### The metal 1 layer, run 1

Bar = 20 um. Supply wires on this layer in grey.
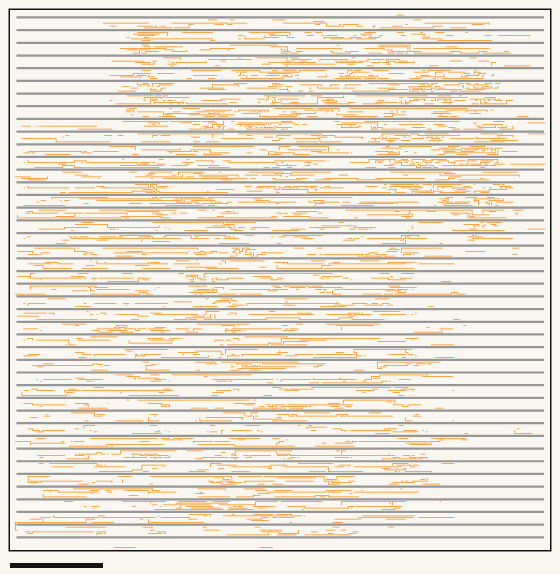
### Signal wires on met2, run 1

Bar = 20 um.
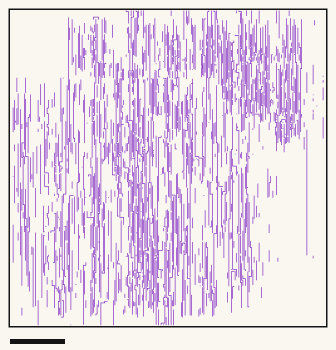
### The metal 3 layer, run 1

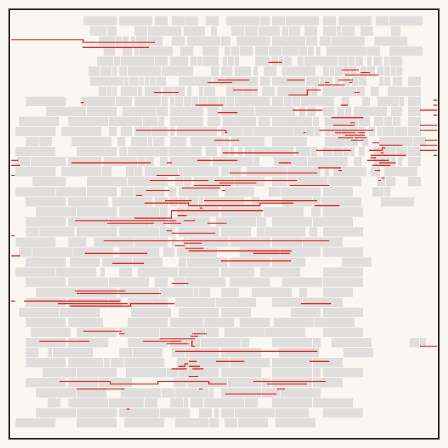
### Signal wires on met4, run 1

Bar = 20 um. Supply wires on this layer in grey.
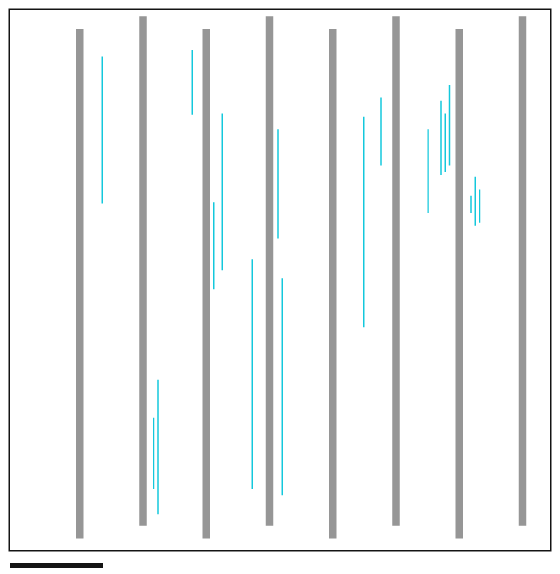
## src/rtl/input_stream_feeder.sv

```systemverilog
// input_stream_feeder: buffers the subject byte stream and hands CSR_traversal one character per request
module input_stream_feeder #(
  parameter int CHAR_W = 8,
  parameter int DEPTH = 16,
  parameter int POS_W = 20,
  localparam int AW = $clog2(DEPTH),
  localparam int CW = AW + 1
) (
  input  logic              clk,
  input  logic              reset,
  input  logic [CHAR_W-1:0] s_char,
  input  logic              s_valid,
  input  logic              s_last,
  output logic              s_ready,
  input  logic              char_req,
  input  logic              restart,
  output logic [CHAR_W-1:0] input_char,
  output logic              char_valid,
  output logic              char_last,
  output logic [POS_W-1:0]  char_pos,
  output logic              stream_done,
  output logic              req_err,
  output logic [CW-1:0]     fifo_count
);
  typedef enum logic [1:0] {IDLE, WAIT, DONE} state_t;
  state_t state, state_nx;
  logic [CHAR_W:0] mem [DEPTH];
  logic [AW-1:0] wr_ptr, rd_ptr;
  logic [CW-1:0] count, count_nx;
  logic [CHAR_W-1:0] head_char;
  logic head_last, have, push, pop, err_nx, first;
  assign {head_last, head_char} = mem[rd_ptr];
  assign have = count != '0;
  assign push = s_valid & s_ready;
  assign count_nx = count + CW'(push) - CW'(pop);
  assign fifo_count = count;
  // Storage array carries no reset; only the pointers define what is valid
  always_ff @(posedge clk)
    if (push) mem[wr_ptr] <= {s_last, s_char};
  // Pointers, occupancy and a ready flag registered from the next occupancy
  always_ff @(posedge clk or negedge reset)
    if (!reset) begin
      wr_ptr <= '0;
      rd_ptr <= '0;
      count <= '0;
      s_ready <= 1'b0;
    end else begin
      if (push) wr_ptr <= wr_ptr + AW'(1);
      if (pop) rd_ptr <= rd_ptr + AW'(1);
      count <= count_nx;
      s_ready <= count_nx != CW'(DEPTH);
    end
  // Request handling: pop decision, next state and rejected-request flag
  always_comb begin
    state_nx = state;
    pop = 1'b0;
    err_nx = 1'b0;
    case (state)
      IDLE: if (char_req) begin
        pop = have;
        state_nx = !have ? WAIT : head_last ? DONE : IDLE;
      end
      WAIT: begin
        err_nx = char_req;
        pop = have;
        state_nx = !have ? WAIT : head_last ? DONE : IDLE;
      end
      DONE: begin
        err_nx = char_req;
        state_nx = restart ? IDLE : DONE;
      end
      default: state_nx = IDLE;
    endcase
  end
  // State register
  always_ff @(posedge clk or negedge reset)
    if (!reset) state <= IDLE;
    else state <= state_nx;
  // Delivery registers; 'first' marks that the next delivery restarts numbering at 0
  always_ff @(posedge clk or negedge reset)
    if (!reset) begin
      input_char <= '0;
      char_last <= 1'b0;
      char_valid <= 1'b0;
      char_pos <= '0;
      stream_done <= 1'b0;
      req_err <= 1'b0;
      first <= 1'b1;
    end else begin
      char_valid <= pop;
      req_err <= err_nx;
      stream_done <= (pop & head_last) ? 1'b1 : restart ? 1'b0 : stream_done;
      if (pop) begin
        input_char <= head_char;
        char_last <= head_last;
        char_pos <= (first | restart) ? '0 : char_pos + POS_W'(1);
        first <= 1'b0;
      end else if (restart) begin
        char_pos <= '0;
        first <= 1'b1;
      end
    end
endmodule

```

## config.mk

```make
export PLATFORM = sky130hd
export DESIGN_NAME = input_stream_feeder
export DESIGN_NICKNAME = d
export VERILOG_FILES = /design/src/rtl/input_stream_feeder.sv
export SDC_FILE = /design/constraint.sdc
export NUM_CORES = 1
export LEC_CHECK = 0
export CORE_UTILIZATION = 63
export CTS_CLUSTER_DIAMETER = 150
export DETAILED_ROUTE_END_ITERATION = 10
export MAX_ROUTING_LAYER = met4
export PLACE_DENSITY = 0.91
export SLEW_MARGIN = 20
export SYNTH_ARGS = -nofsm -noshare
export SYNTH_HDL_FRONTEND = slang
export SYNTH_SLANG_ARGS = --single-unit
```

## constraint.sdc

```tcl
create_clock -name clk -period 5.51 [get_ports clk]
set_clock_uncertainty 0.1 [all_clocks]
set_input_delay 1.653 -clock clk [delete_from_list [all_inputs] [get_ports clk]]
set_output_delay 1.653 -clock clk [all_outputs]
set_load 0.005 [all_outputs]
```

==> results.yml, run 1 <==
# physical design summary
status:
  status: "complete, no violations"
yosys:
  ys_sh_mux: 0.113
  ys.flops: 193
  simple_gate_share: 0.0746
  async_reset_ff_frac: 0.254
  synth_nets: 519
  netlist_instances: 488
  synthTopCellsByCount: "edfxtp_1, dfrtp_1, mux4_2, inv_1, nand2_1"
  top_area_frac: 0.530
  most_common_cell: "edfxtp_1"
  xor_share: 0.00965
  ys_warn_count: 0
  netlist_area_um2: 8170
  yosys_cells: 488
  ys_top_logic_family: "multiplexers"
  top_area_cell: "edfxtp_1"
  ys.flop_type: "edfxtp_1"
  syn_area_per_cell_um2: 16.7
global_route:
  grt-busiest-layer: "met2"
  grt-ovfl-total: 0
  grt_pass1_vias: 4645
  grt_start_max_net_pins: 50
  grt_pass1_wl_um: 25400
power_and_ir_drop:
  power_leakage_nw: 3.32
  powerComb_w: 0.00127
  total_power_w: 0.00448
  power.group.top: "sequential cells"
  pwr-share-seq: 0.441
  power_frac_comb: 0.283
  powerClk_w: 0.00123
  seq_cell_power_w: 0.00198
  switching_share: 0.303
setup_path:
  worstRegToRegCells: 13
  path_buffers: 3
  critPathKind: "in2reg"
  cp_top_family: "simple AND/OR/NAND/NOR gates"
  crit_cells: 12
  cp-start-kind: "input pin"
  r2r_slack_ps: 2150
  cp-end-kind: "register"
  crit_chain: "clkdlybuf4s50_1, a21oi_1, nor2_1, ha_1, inv_1, ha_1, inv_1, fa_1, nand2b_1, a21oi_1, nor3_1, or4_1"
  critPathArrivalTime_ps: 4500
  crit_end: "s_ready"
timing:
  fin_hold_ws_ps: 432
  finalSetupViolCount: 0
  relSlewSlack: 0.293
  tightest_slew_ps: 1050
  hold_viol: 0
  period_minus_slack_ps: 4300
final_layout:
  largestRegisters: "mem x144, char_pos x20, input_char x8"
  nNonClkBuffers: 55
  seqCellArea_um2: 5550
  flops: 193
  drive_above_1_share: 0.144
  nonClkBufAreaFrac: 0.0572
  dominant_cells: "sequential cells"
  sh_comb_area: 0.255
  clock_buffers: 22
  nets: 573
  mi_logic_area_um2: 2390
  clk_share: 0.0641
  final_common_cell: "edfxtp_1"
  utilization: 0.741
worst_hold_path:
  min_path_type: "reg2reg"
  min_from: "char_pos[19]"
  min_path_cells: 2
placed_design:
  port_buffers: 51
  placedCellCount: 695
  gp_congestion: 0.886
  dp_slack_ps: 787
  place_area_um2: 8760
  dpl.hpwl_um: 10300
routing:
  wl_per_cell_um: 22.8
  wl_met2_um: 8580
  drtAntennaViolNets: 0
  wl_met1_um: 6390
clocking:
  tritoncts: "done"
  numCtsBuffers: 17
  cts_root_buffer: "clkbuf_16"
  clkSinkCount: 193
  h-tree-depth: 4
floorplan:
  rows: 41
  ioPinCount: 52
  die_area_um2: 13400
-- 'The metal 1 layer' (at the start) --
longest straight run: 30.8 um
share of all routed wire: 39%
Post-Route WL: 16600 um
via count: 4713
GR Util met1: 0.345

-- 'Signal wires on met2' (at the start) --
wire length on this layer: 8580 um
share of all routed wire: 52%
main direction: vertical
nets with wire on the layer: 526
longest straight run: 45.9 um
GR Util met2: 0.438

-- 'The metal 3 layer' (at the start) --
share of all routed wire: 7.2%
nets with wire on the layer: 93
longest straight run: 60.7 um
wire length on this layer: 1190 um
main direction: horizontal
met3 GRT Util: 0.0633

-- 'Signal wires on met4' (at the start) --
share of all routed wire: 2.4%
longest straight run: 49.0 um

==> run 2: changes to the inputs <==
Settings changed: CORE_UTILIZATION 63 to 53, PLACE_DENSITY 0.91 to 0.82.
Clock period 5.51 ns to 3.6 ns, I/O delays scaled along.
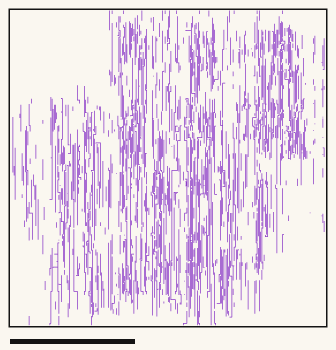
*Signal wires on met2, run 2*
Bar = 50 um.
main direction: vertical
nets with wire on the layer: 524
longest straight run: 42.3 um
share of all routed wire: 51%
Post-Route WL: 16400 um
GR Util met2: 0.365
via count: 4591

==> run 2 against run 1 <==
  * Cell count grew 3.4%
  * Clock power grew 41%
  * Via count shrank 2.6%
  * Combinational power grew 54%
  * Sequential power grew 54%
  * Design area grew 0.58%
  * Worst hold slack lost 21 ps
  * Critical endpoint unchanged
  * Largest cell class unchanged
  * Largest power group unchanged
  * Highest routed layer unchanged
==> results.yml, run 2 <==
# physical design summary
timing:
  fin_hold_ws_ps: 411
  relSlewSlack: 0.374
  period_minus_slack_ps: 3450
  final.setup.worst_slack_ps: 155
  hold_viol: 0
  tightest_slew_ps: 932
  finalSetupViolCount: 0
worst_hold_path:
  min_path_cells: 1
  min_from: "char_pos[12]"
yosys:
  yosys_cells: 488
  ys.flop_type: "edfxtp_1"
  ys.flops: 193
  netlist_area_um2: 8170
  synthTopCellsByCount: "edfxtp_1, dfrtp_1, mux4_2, inv_1, nand2_1"
  ys_warn_count: 0
  most_common_cell: "edfxtp_1"
  ys_sh_mux: 0.113
  async_reset_ff_frac: 0.254
  netlist_instances: 488
  top_area_frac: 0.530
  simple_gate_share: 0.0746
  xor_share: 0.00965
  top_area_cell: "edfxtp_1"
floorplan:
  rows: 45
  n_tap_cell: 188
  ioPinCount: 52
routing:
  wl_met2_um: 8370
  drt_iter0_drc: 416
  wl_met1_um: 6650
  wl_per_cell_um: 21.8
final_layout:
  drive_above_1_share: 0.163
  clk_share: 0.0577
  sh_comb_area: 0.255
  mi_logic_area_um2: 2400
  final_common_cell: "edfxtp_1"
  utilization: 0.621
  dominant_cells: "sequential cells"
  nets: 582
  seqCellArea_um2: 5550
  largestRegisters: "mem x144, char_pos x20, input_char x8"
  nonClkBufAreaFrac: 0.0654
  nNonClkBuffers: 64
  flops: 193
clocking:
  cts_root_buffer: "clkbuf_16"
  tritoncts: "done"
  h-tree-depth: 4
  clkSinkCount: 193
  numCtsBuffers: 17
global_route:
  grt_pass1_vias: 4613
  grt_use_met3: 0.0540
  grt_use_met1: 0.287
  grt_pass1_wl_um: 26000
  grt-ovfl-total: 0
  grt_start_max_net_pins: 28
setup_path:
  crit_chain: "clkdlybuf4s50_1, a21oi_2, nor2_2, ha_1, inv_1, ha_1, inv_1, fa_1, nand2b_1, a21oi_2, nor3_1, or4_1"
  critPathArrivalTime_ps: 3640
  worstRegToRegCells: 13
  critPathKind: "in2reg"
  cp_top_family: "adder cells"
  cp-end-kind: "register"
  path_buffers: 3
  required_ps: 3790
  crit_cells: 12
power_and_ir_drop:
  powerClk_w: 0.00174
  p_clk_frac: 0.258
  powerComb_w: 0.00196
  power.group.top: "sequential cells"
  switching_share: 0.311
  total_power_w: 0.00674
  seq_cell_power_w: 0.00304
  pwr-share-seq: 0.452
  power_leakage_nw: 3.34
status:
  status: "complete, no violations"
placed_design:
  port_buffers: 51
  place_area_um2: 8860
  dp_slack_ps: -322
  dpl.hpwl_um: 10600
  placedCellCount: 720
  gp_congestion: 0.849
==> run 3: changes to the inputs <==
Settings changed: SLEW_MARGIN 20 to not set.
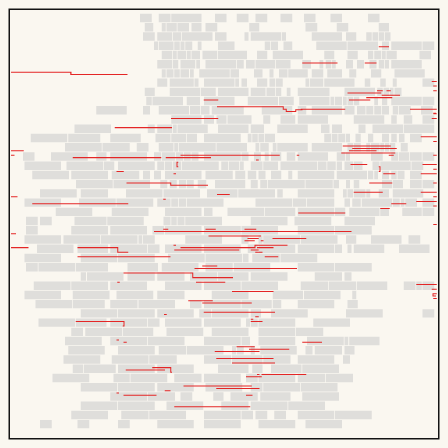
*The metal 3 layer, run 3*
nets with wire on the layer: 72
share of all routed wire: 5.9%
wire length on this layer: 960 um
met3 GRT Util: 0.0540

==> run 3 against run 2 <==
  * Sequential share of layout area unchanged
  * Cell count stayed put
  * Critical endpoint unchanged
  * Flip-flop count is the same
  * Clock power about the same
  * Highest routed layer unchanged
==> results.yml, run 3 <==
# physical design summary
power_and_ir_drop:
  power_leakage_nw: 3.34
  peakVddDrop_v: 0.000360
  powerClk_w: 0.00174
  p_sw_w: 0.00210
  pwr-share-seq: 0.452
  total_power_w: 0.00674
  seq_cell_power_w: 0.00304
  intPower_w: 0.00464
  p_clk_frac: 0.258
  powerComb_w: 0.00196
  power.group.top: "sequential cells"
  switching_share: 0.311
final_layout:
  area_growth_pct: 15.2
  seqCellArea_um2: 5550
  nNonClkBuffers: 64
  final_cell_area_um2: 9410
  largest_reg_flops: 144
  sh_comb_area: 0.255
  flops: 193
  clock_buffers: 20
  final_common_cell: "edfxtp_1"
  utilization: 0.621
  clk_share: 0.0577
  largestRegisters: "mem x144, char_pos x20, input_char x8"
  mi_logic_area_um2: 2400
  drive_above_1_share: 0.163
  nets: 582
  dominant_cells: "sequential cells"
  nonClkBufAreaFrac: 0.0654
  antennaDiodeCount: 0
clocking:
  clk_pin_slew_ps: 70
  cts_hold_buf: 0
  cts.repair.resized: 0
  numCtsBuffers: 17
  cts_setup_buffers: 0
  clock_path_buffers: 2
  cts_root_buffer: "clkbuf_16"
  clkSinkCount: 193
  tritoncts: "done"
  h-tree-depth: 4
yosys:
  most_common_cell: "edfxtp_1"
  xor_share: 0.00965
  ys.flop_type: "edfxtp_1"
  ys_area_um2: 8170
  edf_count: 144
  netlist_area_um2: 8170
  async_reset_ff_frac: 0.254
  top_area_frac: 0.530
  syn_area_per_cell_um2: 16.7
  netlist_instances: 488
  simple_gate_share: 0.0746
  synthTopCellsByArea: "edfxtp_1, dfrtp_1, mux4_2, ha_1, mux4_1"
  synth_nets: 519
  synthTopCellsByCount: "edfxtp_1, dfrtp_1, mux4_2, inv_1, nand2_1"
  ys_sh_mux: 0.113
  ys_warn_count: 0
  ys.flops: 193
  top_area_cell: "edfxtp_1"
  yosys_cells: 488
timing:
  final.setup.worst_slack_ps: 155
  finalSetupViolCount: 0
  relSlewSlack: 0.374
  hold_viol: 0
  tightest_slew_ps: 932
  tns_ps: 0
  finalCritPeriodShare: 0.957
  fin_hold_ws_ps: 411
  period_minus_slack_ps: 3450
setup_path:
  critPathArrivalTime_ps: 3640
  required_ps: 3790
  worstRegToRegCells: 13
  path_max_fanout: 2
  crit_cells: 12
  critPathKind: "in2reg"
  crit_chain: "clkdlybuf4s50_1, a21oi_2, nor2_2, ha_1, inv_1, ha_1, inv_1, fa_1, nand2b_1, a21oi_2, nor3_1, or4_1"
  path_buffers: 3
  cp-startpoint: "char_req"
  cp-end-kind: "register"
  crit_end: "s_ready"
  r2r_slack_ps: 520
  cp_top_family: "adder cells"
  cp-start-kind: "input pin"
worst_hold_path:
  holdPathEnd: "char_pos[12]"
  min_from: "char_pos[12]"
  min_path_cells: 1
global_route:
  grt_use_met1: 0.287
  grt_start_max_net_pins: 28
  grt-ovfl-total: 0
  grt-busiest-layer: "met2"
  met2_usage: 0.365
  grt_pass1_wl_um: 26000
  grt_pass1_vias: 4613
floorplan:
  fp-utilization: 0.539
  ioPinCount: 52
  n_tap_cell: 188
  rows: 45
  placeableCoreArea_um2: 15100
flow_run:
  warning_count: 33
routing:
  wl_met1_um: 6650
  route.met3.wl_um: 960
  wl_met2_um: 8370
  vias: 4591
  drt_iter0_drc: 416
  drt_wl_total_um: 16400
  wl_per_cell_um: 21.8
status:
  status: "complete, no violations"
placed_design:
  place_area_um2: 8860
  port_buffers: 51
  placedCellCount: 720
  gp_congestion: 0.849
  dpl.hpwl_um: 10600
  dp_slack_ps: -322
Power and IR drop assume default switching activity.
